### Clock network drawn from the DEF

Scale bar: 20 µm.
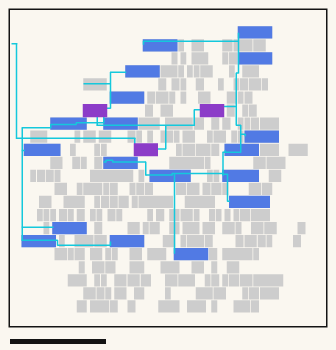
### Placement view

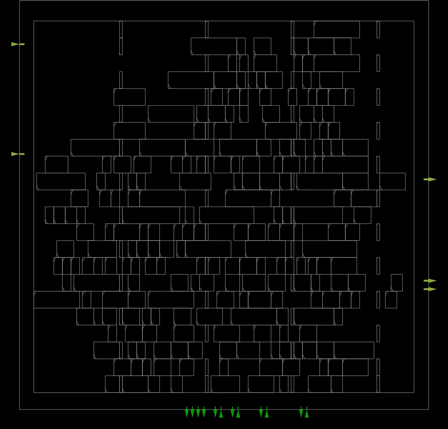
### Local utilization

The die is cut into 7 by 7 equal tiles; white is low, dark blue is high, 0 to 100% covered.
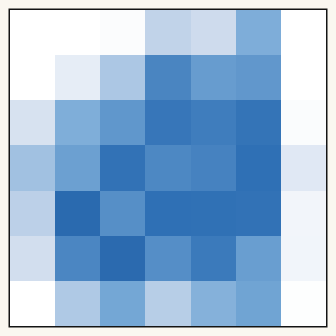
===== src/rtl/conv_seq_ctrl.sv =====
`default_nettype none
// ============================================================================
// Module   : conv_seq_ctrl
// Purpose  : Sequences loader, PE-array and output-drain enables for one
//            5x5 ifmap / 3x3 filter convolution pass.
// Revision : 1.0
// ============================================================================
module conv_seq_ctrl #(
  parameter int IFMAP_BYTES    = 25,
  parameter int FILTER_BYTES   = 9,
  parameter int OUT_BYTES      = 9,
  parameter int COMPUTE_CYCLES = 4
) (
  input  logic clk,
  input  logic rst,
  input  logic start,
  input  logic reuse_filter,
  input  logic in_valid,
  output logic in_ready,
  input  logic out_ready,
  output logic out_valid,
  output logic out_last,
  output logic load_ifmap,
  output logic load_filter,
  output logic pe_en,
  output logic out_capture,
  output logic shift_out,
  output logic busy,
  output logic done,
  output logic filter_loaded
);

  localparam int c_max_io    = (FILTER_BYTES > OUT_BYTES) ? FILTER_BYTES : OUT_BYTES;
  localparam int c_max_bytes = (IFMAP_BYTES > c_max_io) ? IFMAP_BYTES : c_max_io;
  localparam int c_cnt_w     = (c_max_bytes > 1) ? $clog2(c_max_bytes) : 1;

  localparam logic [c_cnt_w-1:0] c_ifmap_last  = c_cnt_w'(IFMAP_BYTES - 1);
  localparam logic [c_cnt_w-1:0] c_filter_last = c_cnt_w'(FILTER_BYTES - 1);
  localparam logic [c_cnt_w-1:0] c_out_last    = c_cnt_w'(OUT_BYTES - 1);
  localparam logic [7:0]         c_cmp_last    = 8'(COMPUTE_CYCLES - 1);

  typedef enum logic [2:0] {
    S_IDLE        = 3'd0,
    S_LOAD_IFMAP  = 3'd1,
    S_LOAD_FILTER = 3'd2,
    S_COMPUTE     = 3'd3,
    S_CAPTURE     = 3'd4,
    S_DRAIN       = 3'd5,
    S_FINISH      = 3'd6
  } state_t;

  state_t               r_state, w_state_nxt;
  logic [c_cnt_w-1:0]   r_cnt, w_cnt_nxt;
  logic [7:0]           r_cyc, w_cyc_nxt;
  logic                 r_skip_f, w_skip_f_nxt;
  logic                 r_filter_loaded, w_filter_loaded_nxt;

  // Decode is purely from registered state; handshake inputs only gate the strobes.
  assign in_ready      = (r_state == S_LOAD_IFMAP) || (r_state == S_LOAD_FILTER);
  assign load_ifmap    = (r_state == S_LOAD_IFMAP)  && in_valid;
  assign load_filter   = (r_state == S_LOAD_FILTER) && in_valid;
  assign pe_en         = (r_state == S_COMPUTE);
  assign out_capture   = (r_state == S_CAPTURE);
  assign out_valid     = (r_state == S_DRAIN);
  assign shift_out     = (r_state == S_DRAIN) && out_ready;
  assign out_last      = (r_state == S_DRAIN) && (r_cnt == c_out_last);
  assign busy          = (r_state != S_IDLE);
  assign done          = (r_state == S_FINISH);
  assign filter_loaded = r_filter_loaded;

  always_comb begin
    w_state_nxt         = r_state;
    w_cnt_nxt           = r_cnt;
    w_cyc_nxt           = r_cyc;
    w_skip_f_nxt        = r_skip_f;
    w_filter_loaded_nxt = r_filter_loaded;
    case (r_state)
      S_IDLE: begin
        if (start) begin
          w_state_nxt  = S_LOAD_IFMAP;
          w_skip_f_nxt = reuse_filter & r_filter_loaded;
          w_cnt_nxt    = '0;
          w_cyc_nxt    = '0;
        end
      end
      S_LOAD_IFMAP: begin
        if (load_ifmap) begin
          if (r_cnt == c_ifmap_last) begin
            w_state_nxt = r_skip_f ? S_COMPUTE : S_LOAD_FILTER;
            w_cnt_nxt   = '0;
          end else begin
            w_cnt_nxt = r_cnt + 1'b1;
          end
        end
      end
      S_LOAD_FILTER: begin
        if (load_filter) begin
          if (r_cnt == c_filter_last) begin
            w_state_nxt         = S_COMPUTE;
            w_cnt_nxt           = '0;
            w_filter_loaded_nxt = 1'b1;
          end else begin
            w_cnt_nxt = r_cnt + 1'b1;
          end
        end
      end
      S_COMPUTE: begin
        if (r_cyc == c_cmp_last) begin
          w_state_nxt = S_CAPTURE;
          w_cyc_nxt   = '0;
          w_cnt_nxt   = '0;
        end else begin
          w_cyc_nxt = r_cyc + 8'd1;
        end
      end
      S_CAPTURE: begin
        w_state_nxt = S_DRAIN;
        w_cnt_nxt   = '0;
      end
      S_DRAIN: begin
        if (shift_out) begin
          if (r_cnt == c_out_last) begin
            w_state_nxt = S_FINISH;
            w_cnt_nxt   = '0;
          end else begin
            w_cnt_nxt = r_cnt + 1'b1;
          end
        end
      end
      S_FINISH: begin
        w_state_nxt = S_IDLE;
        w_cnt_nxt   = '0;
      end
      default: begin
        w_state_nxt = S_IDLE;
        w_cnt_nxt   = '0;
        w_cyc_nxt   = '0;
      end
    endcase
  end

  // Reset also drops filter residency, so an aborted pass leaves no stale filter.
  always_ff @(posedge clk) begin
    if (!rst) begin
      r_state         <= S_IDLE;
      r_cnt           <= '0;
      r_cyc           <= '0;
      r_skip_f        <= 1'b0;
      r_filter_loaded <= 1'b0;
    end else begin
      r_state         <= w_state_nxt;
      r_cnt           <= w_cnt_nxt;
      r_cyc           <= w_cyc_nxt;
      r_skip_f        <= w_skip_f_nxt;
      r_filter_loaded <= w_filter_loaded_nxt;
    end
  end

endmodule
`default_nettype wire


===== config.mk =====
export PLATFORM = sky130hd
export DESIGN_NAME = conv_seq_ctrl
export DESIGN_NICKNAME = d
export VERILOG_FILES = /design/src/rtl/conv_seq_ctrl.sv
export SDC_FILE = /design/constraint.sdc
export NUM_CORES = 1
export LEC_CHECK = 0
export ABC_AREA = 1
export CAP_MARGIN = 20
export CORE_MARGIN = 2
export CORE_UTILIZATION = 30
export CTS_BUF_LIST = sky130_fd_sc_hd__clkbuf_2 sky130_fd_sc_hd__clkbuf_4 sky130_fd_sc_hd__clkbuf_8
export DETAILED_ROUTE_END_ITERATION = 16
export HOLD_SLACK_MARGIN = 0.03
export PLACE_DENSITY = 0.58
export SYNTH_ARGS = -nofsm -noshare
export SYNTH_HDL_FRONTEND = slang
export SYNTH_SLANG_ARGS = --single-unit
export TNS_END_PERCENT = 10

===== constraint.sdc =====
create_clock -name clk -period 1.64 [get_ports clk]
set_clock_uncertainty 0.2 [all_clocks]
set_input_delay 0.328 -clock clk [delete_from_list [all_inputs] [get_ports clk]]
set_output_delay 0.328 -clock clk [all_outputs]
set_load 0.01 [all_outputs]

==> reports/qor.csv <==
stage;metric;value;unit
synth;synthDominantCellAreaShare;0.3141;
final_timing;finalHoldViolations;0;
synth;synth-seq-cells;18;
synth;ys_area;1147;µm²
synth;edf_count;0;
final_timing;hold_ws;275.7;ps
finish;regArea;371.6;µm²
route;drtAntennaViolNets;0;
final_timing;min_period_over_period;1.056;
global_route;grt_pass1_vias;1103;
placed_design;placed_cell_area;1655;µm²
synth;synth.yosys.seq_area_share;0.3141;
critical_path;startpoint_type;flop;
synth;xor_area_frac;0;
route;drc;0;
critical_path;worst-setup-path-type;reg2out;
route;route.vias.total;1233;
finish;final-comb-area;802.0;µm²
finish;lay_top_cells;39 x buf_4, 29 x nand2_1, 25 x nor2_1;
status;outcome;complete, but fails checks;
finish;nets;243;
synth;ys_top_cells_by_count;33 x nand2_1, 30 x nor2_1, 18 x a21oi_1, 18 x dfxtp_1, 17 x inv_1;
worst_hold_path;hold_path_depth;2;
finish;areaGrowthSynthToFinish;60.20;%
run;maxCapViolations;0;
critical_path;end_kind;output pin;
critical_path;crit_required;1110;ps
global_route;grtUsageMet2;0.2348;
synth;synth_cell_types;21;
synth;synthesis.nets;182;
clock_tree;clock_tree.root_cell;clkbuf_8;
clock_tree;numCtsBuffers;3;
finish;finalInstanceArea;1838;µm²
final_timing;setup_violations;5;
clock_tree;tritoncts;built;
clock_tree;clockBufferDepth;2;
clock_tree;clock_sinks;18;
synth;logic_family;simple AND/OR/NAND/NOR gates;
critical_path;crit_path_end;out_last;
synth;async_flop_share;0;
floorplanning;dieWidth;65.84;µm
synth;yosysTopAreaCell;dfxtp_1;
synth;muxShareOfSynthArea;0;
synth;topCellsByArea;dfxtp_1 31%, nand2_1 11%, nor2_1 9.8%;
placed_design;placement.io_buffers;16;
finish;drive_above_1_share;0.4506;
worst_hold_path;hp-start;r_skip_f$_SDFFE_PN0P_;
synth;ff_type;dfxtp_1;
clock_tree;cts_resized;54;
route;dr.pass1.iters;4;
synth;syn_area;1147;µm²
pwr;vdd_drop_max;0.0006305;V
route;top_layer;met4;
synth;ys_cells;173;
route;drt-total-wl;2846;µm
route;routedWlPerCell;10.13;µm
finish;reg.largest.list;r_cyc x8, r_cnt x5, r_state x3;
synth;avgSynthCellArea;6.632;µm²
global_route;grt.busiest_layer;met2;
floorplanning;io_pins;17;
final_timing;max_slew_margin;0.7820;
final_timing;max_freq;577.2;MHz
finish;largest_register;r_cyc;
critical_path;timing.rr.end;r_cnt[0]$_SDFFE_PN0P_;
global_route;grt_usage;0.1433;
placed_design;dp_slack;-411.6;ps
global_route;met3_usage;0.03066;
route;dr_wl_met3;79;µm
critical_path;crit_path_start;r_cnt[0]$_SDFFE_PN0P_;
route;drtIter0Drc;68;
final_timing;rsz0062_at_grt;yes;
critical_path;arrival;1200;ps
status;violations;setup timing;
synth;top_cell;nand2_1;
pwr;p_per_area;1401;nW/µm²
floorplanning;fp.dieH;65.84;µm
critical_path;reg2regPathDepth;11;
route;viasPerCell;4.388;
final_timing;fin_ws;-92.44;ps
final_timing;fin_tns_setup;-259.7;ps
final_timing;maxSlewViolCount;0;
critical_path;reg2reg_from;r_cnt[0]$_SDFFE_PN0P_;
synth;yosys_warnings;0;
floorplanning;die_area;4335;µm²
global_route;grt_use_met1;0.1925;
global_route;grt_first_pass_wirelength;4823;µm
final_timing;fin_crit;1732;ps
Notes on 'Clock network drawn from the DEF' above:
legend:
  flip-flops:
    color: blue
    count: 18
  clock wires:
    color: cyan
    length: 288 µm
  cells driving clock nets:
    color: purple
    count: 3
routed clock nets: 4
clock share of power: 0.144
Clock Latency Late Sink: 260 ps
clock group power: 0.371 mW

Notes on 'Placement view' above:
post-layout util: 0.5021
number of tapcells: 48
Core Footprint: 3661 µm²
fillcell total: 365
flop share of the area: 0.2022

Notes on 'Local utilization' above:
densest ninth of the die: center
emptiest ninth of the die: upper left
fullest tile: 77%
tiles over 75% full: 4.1%
floorplan core density: 0.3134

-- where the power goes --
| part | internal [mW] | total [mW] | leakage (nW) | switching (mW) |
|---|---|---|---|---|
| clock network | 0.214 | 0.371 | 0.0288 | 0.158 |
| registers | 0.523 | 0.605 | 0.149 | 0.0826 |
| logic | 0.757 | 1.60 | 0.640 | 0.841 |
-- final cells by class --
type | count | share of cell area
Clock buffer | 4 | 0.02995
Inverter | 24 | 0.05310
Tap cell | 48 | 0.03268
Sequential cell | 18 | 0.2022
Multi-Input combinational cell | 130 | 0.4364
Timing Repair Buffer | 57 | 0.2457
-- critical path, stage by stage (launching register included) --
cell,delay (ps)
dfxtp_2,320
inv_2,70
ha_4,140
nand2_4,50
nor2_4,100
nand2_2,60
nor2_1,70
buf_2,130
Power and IR drop assume default switching activity.
